--- src/rtl/mem_arb_pkg.sv ---
// mem_arb_pkg
//   Shared definitions for the two-master data memory arbiter:
//   arbiter state encoding, default bus widths and the default
//   slave-ack timeout.
package mem_arb_pkg;

   typedef enum logic [1:0] {
      IDLE = 2'd0,
      GNT0 = 2'd1,
      GNT1 = 2'd2
   } arb_state_t;

   localparam int unsigned ARB_ADDR_W  = 8;
   localparam int unsigned ARB_DATA_W  = 8;
   localparam int unsigned ARB_TIMEOUT = 15;
   localparam int unsigned ARB_CNT_W   = 8;

endpackage

--- src/rtl/mem_arb_timer.sv ---
// mem_arb_timer
//   Slave-ack wait counter for the granted master.
//   Ports:
//     clk, rst  clock, synchronous active-high reset
//     clr       clear request (arbiter idle or no strobe pending)
//     inc       count this cycle (granted master strobing)
//     ack       slave acknowledge; clears the count and suppresses expiry
//     expired   count has reached TIMEOUT without an ack this cycle
module mem_arb_timer
   import mem_arb_pkg::*;
#(
   parameter int unsigned TIMEOUT = ARB_TIMEOUT
) (
   input  logic clk,
   input  logic rst,
   input  logic clr,
   input  logic inc,
   input  logic ack,
   output logic expired
);

   localparam logic [ARB_CNT_W-1:0] LIMIT = ARB_CNT_W'(TIMEOUT);

   logic [ARB_CNT_W-1:0] cnt;

   // An ack on the limit cycle wins over the timeout.
   assign expired = (cnt == LIMIT) && !ack;

   always_ff @(posedge clk) begin
      if (rst) begin
         cnt <= '0;
      end else if (clr || ack || expired) begin
         cnt <= '0;
      end else if (inc) begin
         cnt <= cnt + ARB_CNT_W'(1);
      end
   end

endmodule

--- src/rtl/mem_bus_arbiter.sv ---
// mem_bus_arbiter
//   Two-master arbiter in front of a single data memory slave.
//   Master 0 is the core data port, master 1 the loader/debug port.
//   Ties in IDLE go to the master not granted last; a grant is held
//   for as long as the owner keeps cyc high, and every handover passes
//   through one IDLE cycle. A slave that does not ack within TIMEOUT
//   strobe cycles produces a one-cycle err to the granted master.
//   Ports:
//     clk, rst                 clock, synchronous active-high reset
//     mN_cyc_i/stb_i/we_i      master N bus cycle, strobe, write enable
//     mN_adr_i, mN_dat_i       master N address, write data
//     mN_ack_o, mN_err_o       master N acknowledge, timeout error
//     mN_gnt_o                 master N currently owns the bus
//     mN_dat_o                 read data (valid when qualified by ack)
//     s_cyc_o/stb_o/we_o       slave bus cycle, strobe, write enable
//     s_adr_o, s_dat_o         slave address, write data
//     s_ack_i, s_dat_i         slave acknowledge, read data
module mem_bus_arbiter
   import mem_arb_pkg::*;
#(
   parameter int unsigned ADDR_W  = ARB_ADDR_W,
   parameter int unsigned DATA_W  = ARB_DATA_W,
   parameter int unsigned TIMEOUT = ARB_TIMEOUT
) (
   input  logic              clk,
   input  logic              rst,

   input  logic              m0_cyc_i,
   input  logic              m0_stb_i,
   input  logic              m0_we_i,
   input  logic [ADDR_W-1:0] m0_adr_i,
   input  logic [DATA_W-1:0] m0_dat_i,
   output logic              m0_ack_o,
   output logic              m0_err_o,
   output logic              m0_gnt_o,
   output logic [DATA_W-1:0] m0_dat_o,

   input  logic              m1_cyc_i,
   input  logic              m1_stb_i,
   input  logic              m1_we_i,
   input  logic [ADDR_W-1:0] m1_adr_i,
   input  logic [DATA_W-1:0] m1_dat_i,
   output logic              m1_ack_o,
   output logic              m1_err_o,
   output logic              m1_gnt_o,
   output logic [DATA_W-1:0] m1_dat_o,

   output logic              s_cyc_o,
   output logic              s_stb_o,
   output logic              s_we_o,
   output logic [ADDR_W-1:0] s_adr_o,
   output logic [DATA_W-1:0] s_dat_o,
   input  logic              s_ack_i,
   input  logic [DATA_W-1:0] s_dat_i
);

   arb_state_t state;
   logic       last_gnt;     // 0: master 0 granted last, 1: master 1
   logic       sel_stb;      // strobe of the granted master, before timeout masking
   logic       tmr_clr;
   logic       tmr_expired;

   // ------------------------------------------------------------------
   // Grant state machine
   // ------------------------------------------------------------------
   always_ff @(posedge clk) begin
      if (rst) begin
         state    <= IDLE;
         last_gnt <= 1'b1;
      end else begin
         case (state)
            IDLE: begin
               // Master 0 wins if alone, or on a tie when master 1 went last.
               if (m0_cyc_i && (!m1_cyc_i || last_gnt)) begin
                  state    <= GNT0;
                  last_gnt <= 1'b0;
               end else if (m1_cyc_i) begin
                  state    <= GNT1;
                  last_gnt <= 1'b1;
               end
            end
            GNT0: begin
               if (!m0_cyc_i) begin
                  state <= IDLE;
               end
            end
            GNT1: begin
               if (!m1_cyc_i) begin
                  state <= IDLE;
               end
            end
            default: begin
               state <= IDLE;
            end
         endcase
      end
   end

   // ------------------------------------------------------------------
   // Ack wait timer
   // ------------------------------------------------------------------
   assign sel_stb = ((state == GNT0) && m0_stb_i) ||
                    ((state == GNT1) && m1_stb_i);
   assign tmr_clr = (state == IDLE) || !sel_stb;

   mem_arb_timer #(
      .TIMEOUT (TIMEOUT)
   ) u_timer (
      .clk     (clk),
      .rst     (rst),
      .clr     (tmr_clr),
      .inc     (sel_stb),
      .ack     (s_ack_i),
      .expired (tmr_expired)
   );

   // ------------------------------------------------------------------
   // Bus muxing, purely a decode of the state register
   // ------------------------------------------------------------------
   always_comb begin
      s_cyc_o  = 1'b0;
      s_we_o   = 1'b0;
      s_adr_o  = '0;
      s_dat_o  = '0;
      m0_ack_o = 1'b0;
      m0_err_o = 1'b0;
      m1_ack_o = 1'b0;
      m1_err_o = 1'b0;
      m0_dat_o = '0;
      m1_dat_o = '0;
      m0_gnt_o = (state == GNT0);
      m1_gnt_o = (state == GNT1);

      case (state)
         GNT0: begin
            s_cyc_o  = m0_cyc_i;
            s_we_o   = m0_we_i;
            s_adr_o  = m0_adr_i;
            s_dat_o  = m0_dat_i;
            m0_ack_o = s_ack_i;
            m0_err_o = tmr_expired;
         end
         GNT1: begin
            s_cyc_o  = m1_cyc_i;
            s_we_o   = m1_we_i;
            s_adr_o  = m1_adr_i;
            s_dat_o  = m1_dat_i;
            m1_ack_o = s_ack_i;
            m1_err_o = tmr_expired;
         end
         default: begin
         end
      endcase

      // The timed-out strobe is withdrawn for one cycle so the slave
      // sees a fresh request when the master keeps strobing.
      s_stb_o = sel_stb && !tmr_expired;

      // Read data goes to both masters while the bus is owned; it is
      // held at zero in IDLE so nothing leaks out after reset.
      if (state != IDLE) begin
         m0_dat_o = s_dat_i;
         m1_dat_o = s_dat_i;
      end
   end

endmodule

--- config.mk ---
export PLATFORM = sky130hd
export DESIGN_NAME = mem_bus_arbiter
export DESIGN_NICKNAME = d
export VERILOG_FILES = /design/src/rtl/mem_arb_pkg.sv /design/src/rtl/mem_arb_timer.sv /design/src/rtl/mem_bus_arbiter.sv
export SDC_FILE = /design/constraint.sdc
export NUM_CORES = 1
export LEC_CHECK = 0
export CAP_MARGIN = 40
export CORE_ASPECT_RATIO = 0.7
export CORE_MARGIN = 4
export CORE_UTILIZATION = 31
export DETAILED_ROUTE_END_ITERATION = 6
export PLACE_DENSITY = 0.79
export SLEW_MARGIN = 40
export SYNTH_ARGS = -nofsm -noshare
export SYNTH_HDL_FRONTEND = slang
export SYNTH_SLANG_ARGS = --single-unit
--- constraint.sdc ---
create_clock -name clk -period 1.8 [get_ports clk]
set_clock_uncertainty 0.2 [all_clocks]
set_input_delay 0.18 -clock clk [delete_from_list [all_inputs] [get_ports clk]]
set_output_delay 0.18 -clock clk [all_outputs]
set_load 0.005 [all_outputs]
### Cells colored by class, run 1

Bar = 20 um. Fill, decap, tap and diode cells in gray.
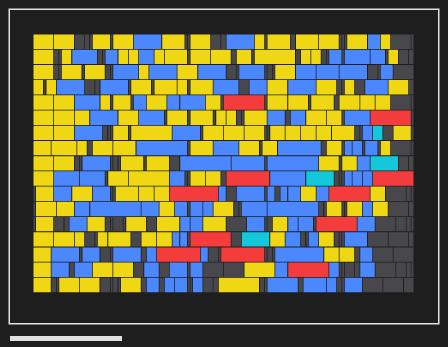
[remaining logic cells] blue | cells: 105 | share of their area: 40%
[sequential cells] red | cells: 11 | share of their area: 8.8%
[remaining buffers and delay cells] yellow | cells: 139 | share of their area: 49%
[clock drivers and dummy loads] cyan | cells: 4 | share of their area: 1.8%
Rows: 17
flop share of the area: 0.0868
core area: 3150 um^2
fin area: 2620 um^2
post-layout util: 0.833

### Local utilization, run 1

8 x 6 tiles, from white (low) to dark blue (high), 0 to 100% covered.
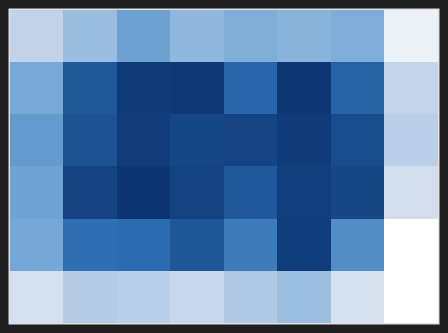
mean over tiles: 60%
densest ninth of the die: center
fullest tile: 97%
FP Util: 0.324

### Track usage over the die, run 1

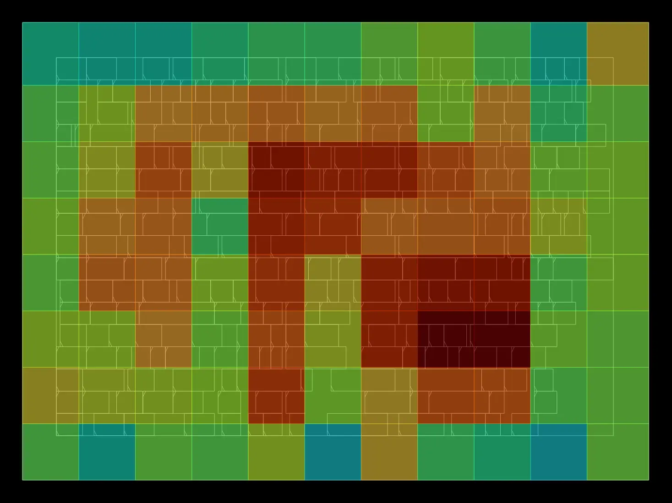
total track usage: 0.223
Top Usage Layer GRT: met2
GRT met2 Usage: 0.426

==> impl_metrics.yaml, run 1 <==
# synthesis and place-and-route metrics
status:
  status: "complete, but fails checks"
  violations: "negative setup slack"
critical_path:
  reg2regPathDepth: 8
  crit_start: "u_timer.cnt[1]"
  cp.depth: 5
  cp-start-kind: "flop"
  critPathMaxFanout: 4
  path_class: "flop to primary output"
  crit_family: "simple AND/OR/NAND/NOR gates"
  worst_r2r_endpoint: "u_timer.cnt[3]"
  cp_slowest_cell: "or4b_4"
  worstSetupEndpoint: "m1_err_o"
  crit_required_ps: 1420
  path_buffers: 1
  crit_path_end_kind: "primary output"
  rrSetupSlack_ps: -120
  crit_chain: "ha_4, or4b_4, nor2_4, and2_1, buf_2"
  cpPeakStageDelay_ps: 480
  cp.arrival_ps: 1700
yosys:
  syn-cell-area_um2: 1020
  ys_seq_frac: 0.216
  edf_count: 0
  muxShareOfSynthArea: 0.00982
  top_cells_by_count: "27 x nor2b_1, 19 x a22oi_1, 11 x dfxtp_1, 8 x a21oi_1, 8 x buf_4"
  syn_area_per_cell_um2: 7.78
  syn_inst: 131
  flop_cell: "dfxtp_1"
  simple_gate_area_frac: 0.353
  adder_share: 0.0491
  logic_family: "simple AND/OR/NAND/NOR gates"
  ys_sh_xor: 0
  synth_top_area_share: 0.216
  synth_top_cell_by_area: "dfxtp_1"
  synth-seq-cells: 11
  fp_nets: 184
  top_cell: "nor2b_1"
  yosys-top-cells-area: "dfxtp_1 22%, nor2b_1 17%, a22oi_1 14%"
  yosys_area_um2: 1020
  yosys_warnings: 0
  synth.cellmix.compoundShare: 0.271
  ys_cells: 131
  async_flop_share: 0
  synthDistinctLibCells: 31
finish:
  n_clock_buffer: 3
  largest_reg_flops: 8
  seq_cell_count: 11
  clk_share: 0.0176
  seqCellArea_um2: 228
  fillers: 163
  drive_gt1_frac: 0.533
  final_common_cell: "clkdlybuf4s50_1"
  finalNonFillerCells: 297
  reg_top3: "u_timer.cnt x8, state x2, last_gnt x1"
  sh_comb_area: 0.389
  logic_area_um2: 1020
  n_all_buffers: 139
  antenna_cells: 0
  final-nonclk-buf-share: 0.482
  layout.nets: 313
  layout_top_cells: "48 x clkdlybuf4s50_1, 31 x buf_4, 18 x buf_6, 18 x buf_2, 14 x nor2b_4"
  area_growth_pct: 157
clock_network:
  cts_buffers: 3
  cts-hold-fix-buffers: 0
  path_clk_slew_ps: 60
  root_buffer: "clkbuf_8"
  postCtsSetupBuffers: 15
  cts_tree: "built"
  cts_resized: 155
  cts_sinks: 11
  htree_levels: 1
  worstSkewPairLatency_ps: 250
  cts_buffer_depth: 2
power_and_ir_drop:
  seqPwrFrac: 0.192
  peakVddDrop_v: 0.000325
  intPower_uw: 929
  pwr.group.clock_uw: 257
  p_seq_uw: 264
  p_per_area_nw_per_um2: 525
  p_clk_frac: 0.187
  switching_share: 0.325
  p_comb_uw: 855
  p_comb_frac: 0.621
  leakage_uw: 0.00110
  power_leader: "combinational logic"
  power_switching_uw: 447
min_path:
  min_from: "state[0]"
  hold_depth: 2
  hp-class: "flop to flop"
  worstHoldEndpoint: "state[0]"
sta:
  totalNegativeSetupSlack_ps: -3030
  max_slew_margin: 0.777
  finalClockPeriodUsage: 1.16
  finalCriticalPeriod_ps: 2080
  finalSetupViolCount: 27
  whs_ps: 341
  fmax_mhz: 480
  final_max_slew_viol_count: 0
  final-hold-violation-count: 0
  worst_pin_slew_ps: 334
  fin_ws_ps: -284
floorplanning:
  io-pin-count: 90
  tap_cells: 38
  die_area_um2: 4290
  die_h_um: 56.0
  die_w_um: 76.6
detailed_routing:
  vias: 1613
  final_antenna_net_count: 0
  wl_met1_um: 2120
  drc: 0
  routed_wl_um: 5780
  drtPass1Iterations: 4
  wl_per_cell_um: 19.5
  via_per_inst: 5.43
  wl_met3_um: 418
  top_layer: "met4"
  dr_wl_met2_um: 3070
placed_design:
  place_ws_ps: -366
  port_buffers: 89
  placedInstanceArea_um2: 2110
  dpl.cell_count: 273
  dpl.hpwl_um: 3480
  place.gp.congestion: 0.871
grt:
  grt_use_met3: 0.0615
  grt_pass1_wl_um: 7780
  grtUsageMet1: 0.243
  grt_max_degree: 12
  antenna_found_initial: 0
  grt_pass1_vias: 1674
job:
  maxCapViolCount: 0
  log.warning_count: 30
### Met1 routing, run 1

Supply wires on this layer in gray.
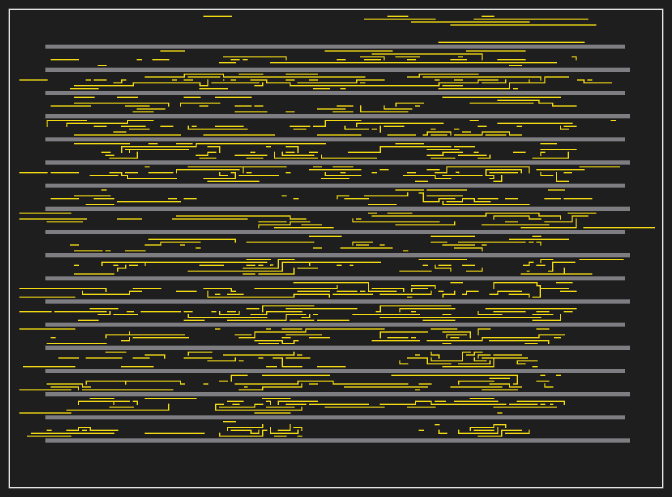

==> run 2: changes to the inputs <==
Settings changed: CAP_MARGIN 40 to not set, CELL_PAD_IN_SITES_DETAIL_PLACEMENT set to 1, CELL_PAD_IN_SITES_GLOBAL_PLACEMENT set to 2, CORE_UTILIZATION 31 to 15, HOLD_SLACK_MARGIN set to 0.1.
### Met1 routing, run 2

Supply wires on this layer in gray.
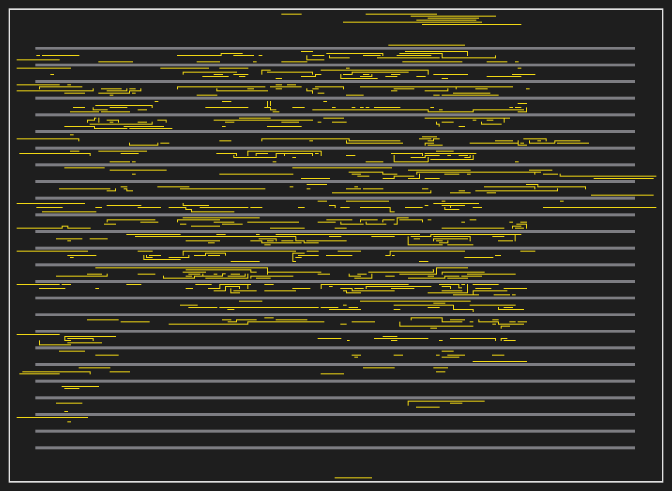
main direction: horizontal
wire length on this layer: 2,270 um
share of all routed wire: 42%
nets with wire on the layer: 274
final WL: 5430 um
met1 usage: 0.152
routed via count: 1,539

==> impl_metrics.yaml, run 2 <==
# synthesis and place-and-route metrics
status:
  status: "complete, but fails checks"
  violations: "negative setup slack"
critical_path:
  crit_path_end_kind: "primary output"
  critPathMaxFanout: 2
  cp_slowest_cell: "or4b_4"
  reg2regPathDepth: 7
  cp.depth: 6
  crit_family: "simple AND/OR/NAND/NOR gates"
  crit_chain: "ha_4, or4b_4, nor2_4, buf_6, and2_4, buf_6"
  crit_start: "u_timer.cnt[0]"
  path_class: "flop to primary output"
  cpPeakStageDelay_ps: 470
  worstSetupEndpoint: "m0_err_o"
power_and_ir_drop:
  peakVddDrop_v: 0.000238
  leakage_uw: 0.00102
  power_leader: "combinational logic"
  pwr.group.clock_uw: 255
  power_switching_uw: 399
  seqPwrFrac: 0.211
  p_clk_frac: 0.203
  p_per_area_nw_per_um2: 491
  intPower_uw: 857
finish:
  sh_comb_area: 0.365
  layout.nets: 312
  drive_gt1_frac: 0.516
  logic_area_um2: 933
  clk_share: 0.0176
  largest_reg_flops: 8
  antenna_cells: 0
  reg_top3: "u_timer.cnt x8, state x2, last_gnt x1"
  seqCellArea_um2: 230
  area_growth_pct: 151
  seq_cell_count: 11
  final-nonclk-buf-share: 0.475
  fillers: 742
  final_core_util: 0.400
min_path:
  hold_depth: 2
  worstHoldEndpoint: "state[0]"
  hp-class: "flop to flop"
sta:
  final-hold-violation-count: 0
  finalClockPeriodUsage: 1.14
  fin_ws_ps: -259
  finalSetupViolCount: 20
  worst_pin_slew_ps: 314
  final_max_slew_viol_count: 0
  max_slew_margin: 0.790
  totalNegativeSetupSlack_ps: -1530
  fmax_mhz: 486
yosys:
  synthDistinctLibCells: 31
  fp_nets: 184
  synth.cellmix.compoundShare: 0.271
  top_cells_by_count: "27 x nor2b_1, 19 x a22oi_1, 11 x dfxtp_1, 8 x a21oi_1, 8 x buf_4"
  synth-seq-cells: 11
  syn_area_per_cell_um2: 7.78
  yosys_warnings: 0
  async_flop_share: 0
  synth_top_cell_by_area: "dfxtp_1"
  yosys-top-cells-area: "dfxtp_1 22%, nor2b_1 17%, a22oi_1 14%"
  simple_gate_area_frac: 0.353
  ys_seq_frac: 0.216
  syn_inst: 131
  yosys_area_um2: 1020
  syn-cell-area_um2: 1020
floorplanning:
  die_w_um: 107
  row_count: 24
  io-pin-count: 90
  tap_cells: 91
  die_area_um2: 8200
  fp_util: 0.159
clock_network:
  cts_resized: 173
  cts_sinks: 11
  cts-hold-fix-buffers: 0
  path_clk_slew_ps: 50
  root_buffer: "clkbuf_8"
  htree_levels: 1
  cts_tree: "built"
  cts_buffers: 3
detailed_routing:
  final_antenna_net_count: 0
  dr_wl_met2_um: 2720
  drtPass1Iterations: 4
  via_per_inst: 4.41
  top_layer: "met4"
  drc: 0
placed_design:
  dpl.hpwl_um: 4030
  dpl.cell_count: 324
  place.gp.congestion: 0.741
  place_ws_ps: -446
grt:
  grt_pass1_wl_um: 8580
  grt_pass1_vias: 1753
  grt_usage: 0.130
  grt_use_met3: 0.0436
  met2_usage: 0.240
  antenna_found_initial: 0
job:
  log.warning_count: 30
### Track usage over the die, run 2

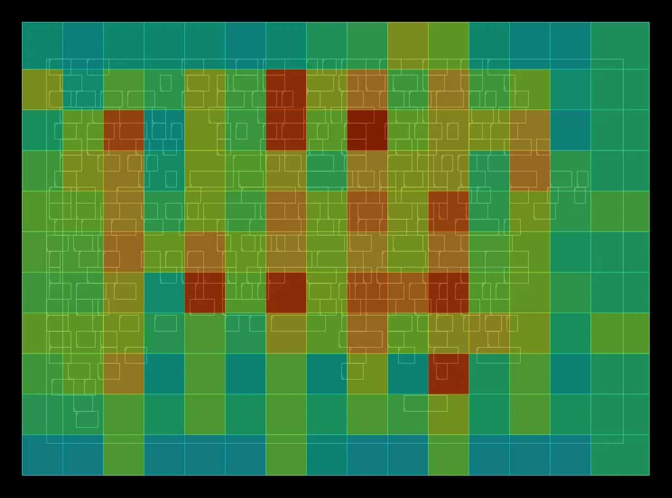

==> run 3: changes to the inputs <==
Settings changed: MAX_ROUTING_LAYER set to met4.
### Track usage over the die, run 3

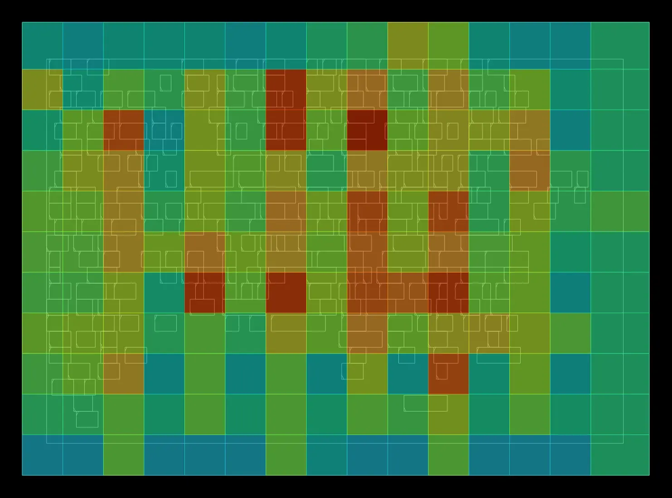
total track usage: 0.133
post-layout util: 0.401

==> impl_metrics.yaml, run 3 <==
# synthesis and place-and-route metrics
critical_path:
  cp.arrival_ps: 1670
  reg2regPathDepth: 7
  r2r-start: "state[0]"
  critPathMaxFanout: 2
  worstSetupEndpoint: "m0_err_o"
  crit_chain: "ha_4, or4b_4, nor2_4, buf_6, and2_4, buf_6"
  crit_path_end_kind: "primary output"
  cp.depth: 6
  crit_family: "simple AND/OR/NAND/NOR gates"
  path_class: "flop to primary output"
  crit_start: "u_timer.cnt[0]"
  cpPeakStageDelay_ps: 470
  cp_slowest_cell: "or4b_4"
power_and_ir_drop:
  p_per_area_nw_per_um2: 491
  peakVddDrop_v: 0.000238
  intPower_uw: 860
  power_leader: "combinational logic"
  pwr.group.clock_uw: 256
  seqPwrFrac: 0.210
  p_clk_frac: 0.203
  power_switching_uw: 399
  leakage_uw: 0.00102
placed_design:
  port_buffers: 89
  dpl.cell_count: 324
  place_ws_ps: -446
  dpl.hpwl_um: 4030
  place.gp.congestion: 0.750
sta:
  totalNegativeSetupSlack_ps: -1560
  finalSetupViolCount: 20
  final-hold-violation-count: 0
  fmax_mhz: 487
  finalClockPeriodUsage: 1.14
  max_slew_margin: 0.784
  fin_ws_ps: -255
  worst_pin_slew_ps: 322
  grt_setup_unrepaired: "true"
  final_max_slew_viol_count: 0
  whs_ps: 327
yosys:
  simple_gate_area_frac: 0.353
  adder_share: 0.0491
  async_flop_share: 0
  syn-cell-area_um2: 1020
  top_cells_by_count: "27 x nor2b_1, 19 x a22oi_1, 11 x dfxtp_1, 8 x a21oi_1, 8 x buf_4"
  yosys_warnings: 0
  ys_seq_frac: 0.216
  syn_inst: 131
  synth_top_cell_by_area: "dfxtp_1"
  syn_area_per_cell_um2: 7.78
  yosys_area_um2: 1020
  synth-seq-cells: 11
  synth.cellmix.compoundShare: 0.271
  synthDistinctLibCells: 31
  fp_nets: 184
  yosys-top-cells-area: "dfxtp_1 22%, nor2b_1 17%, a22oi_1 14%"
finish:
  final-nonclk-buf-share: 0.477
  antenna_cells: 0
  final_common_cell: "clkdlybuf4s50_1"
  drive_gt1_frac: 0.508
  clk_share: 0.0176
  largest_reg_flops: 8
  logic_area_um2: 933
  seqCellArea_um2: 230
  layout.nets: 312
  seq_cell_count: 11
  fillers: 740
  reg_top3: "u_timer.cnt x8, state x2, last_gnt x1"
  sh_comb_area: 0.364
  area_growth_pct: 152
clock_network:
  cts_sinks: 11
  cts_buffers: 3
  worstSkewPairLatency_ps: 240
  htree_levels: 1
  cts_resized: 173
  cts-hold-fix-buffers: 0
  path_clk_slew_ps: 50
  cts_tree: "built"
  root_buffer: "clkbuf_8"
  postCtsSetupBuffers: 24
job:
  log.warning_count: 30
  maxCapViolCount: 0
detailed_routing:
  wl_per_cell_um: 15.6
  top_layer: "met4"
  drc: 0
  vias: 1557
  wl_met1_um: 2410
  via_per_inst: 4.46
  dr_wl_met2_um: 2720
  drtPass1Iterations: 4
  routed_wl_um: 5440
  wl_met3_um: 275
  final_antenna_net_count: 0
  first_iter_violations: 33
min_path:
  min_from: "state[0]"
  hold_depth: 2
  hp-class: "flop to flop"
  worstHoldEndpoint: "state[0]"
grt:
  grtUsageMet1: 0.161
  met2_usage: 0.240
  grt_pass1_wl_um: 8560
  grt_use_met3: 0.0277
  grt_pass1_vias: 1764
  antenna_found_initial: 0
floorplanning:
  die_area_um2: 8200
  die_w_um: 107
  io-pin-count: 90
  fp_util: 0.159
  row_count: 24
  die_h_um: 77.0
  tap_cells: 91
status:
  violations: "negative setup slack"
  status: "complete, but fails checks"
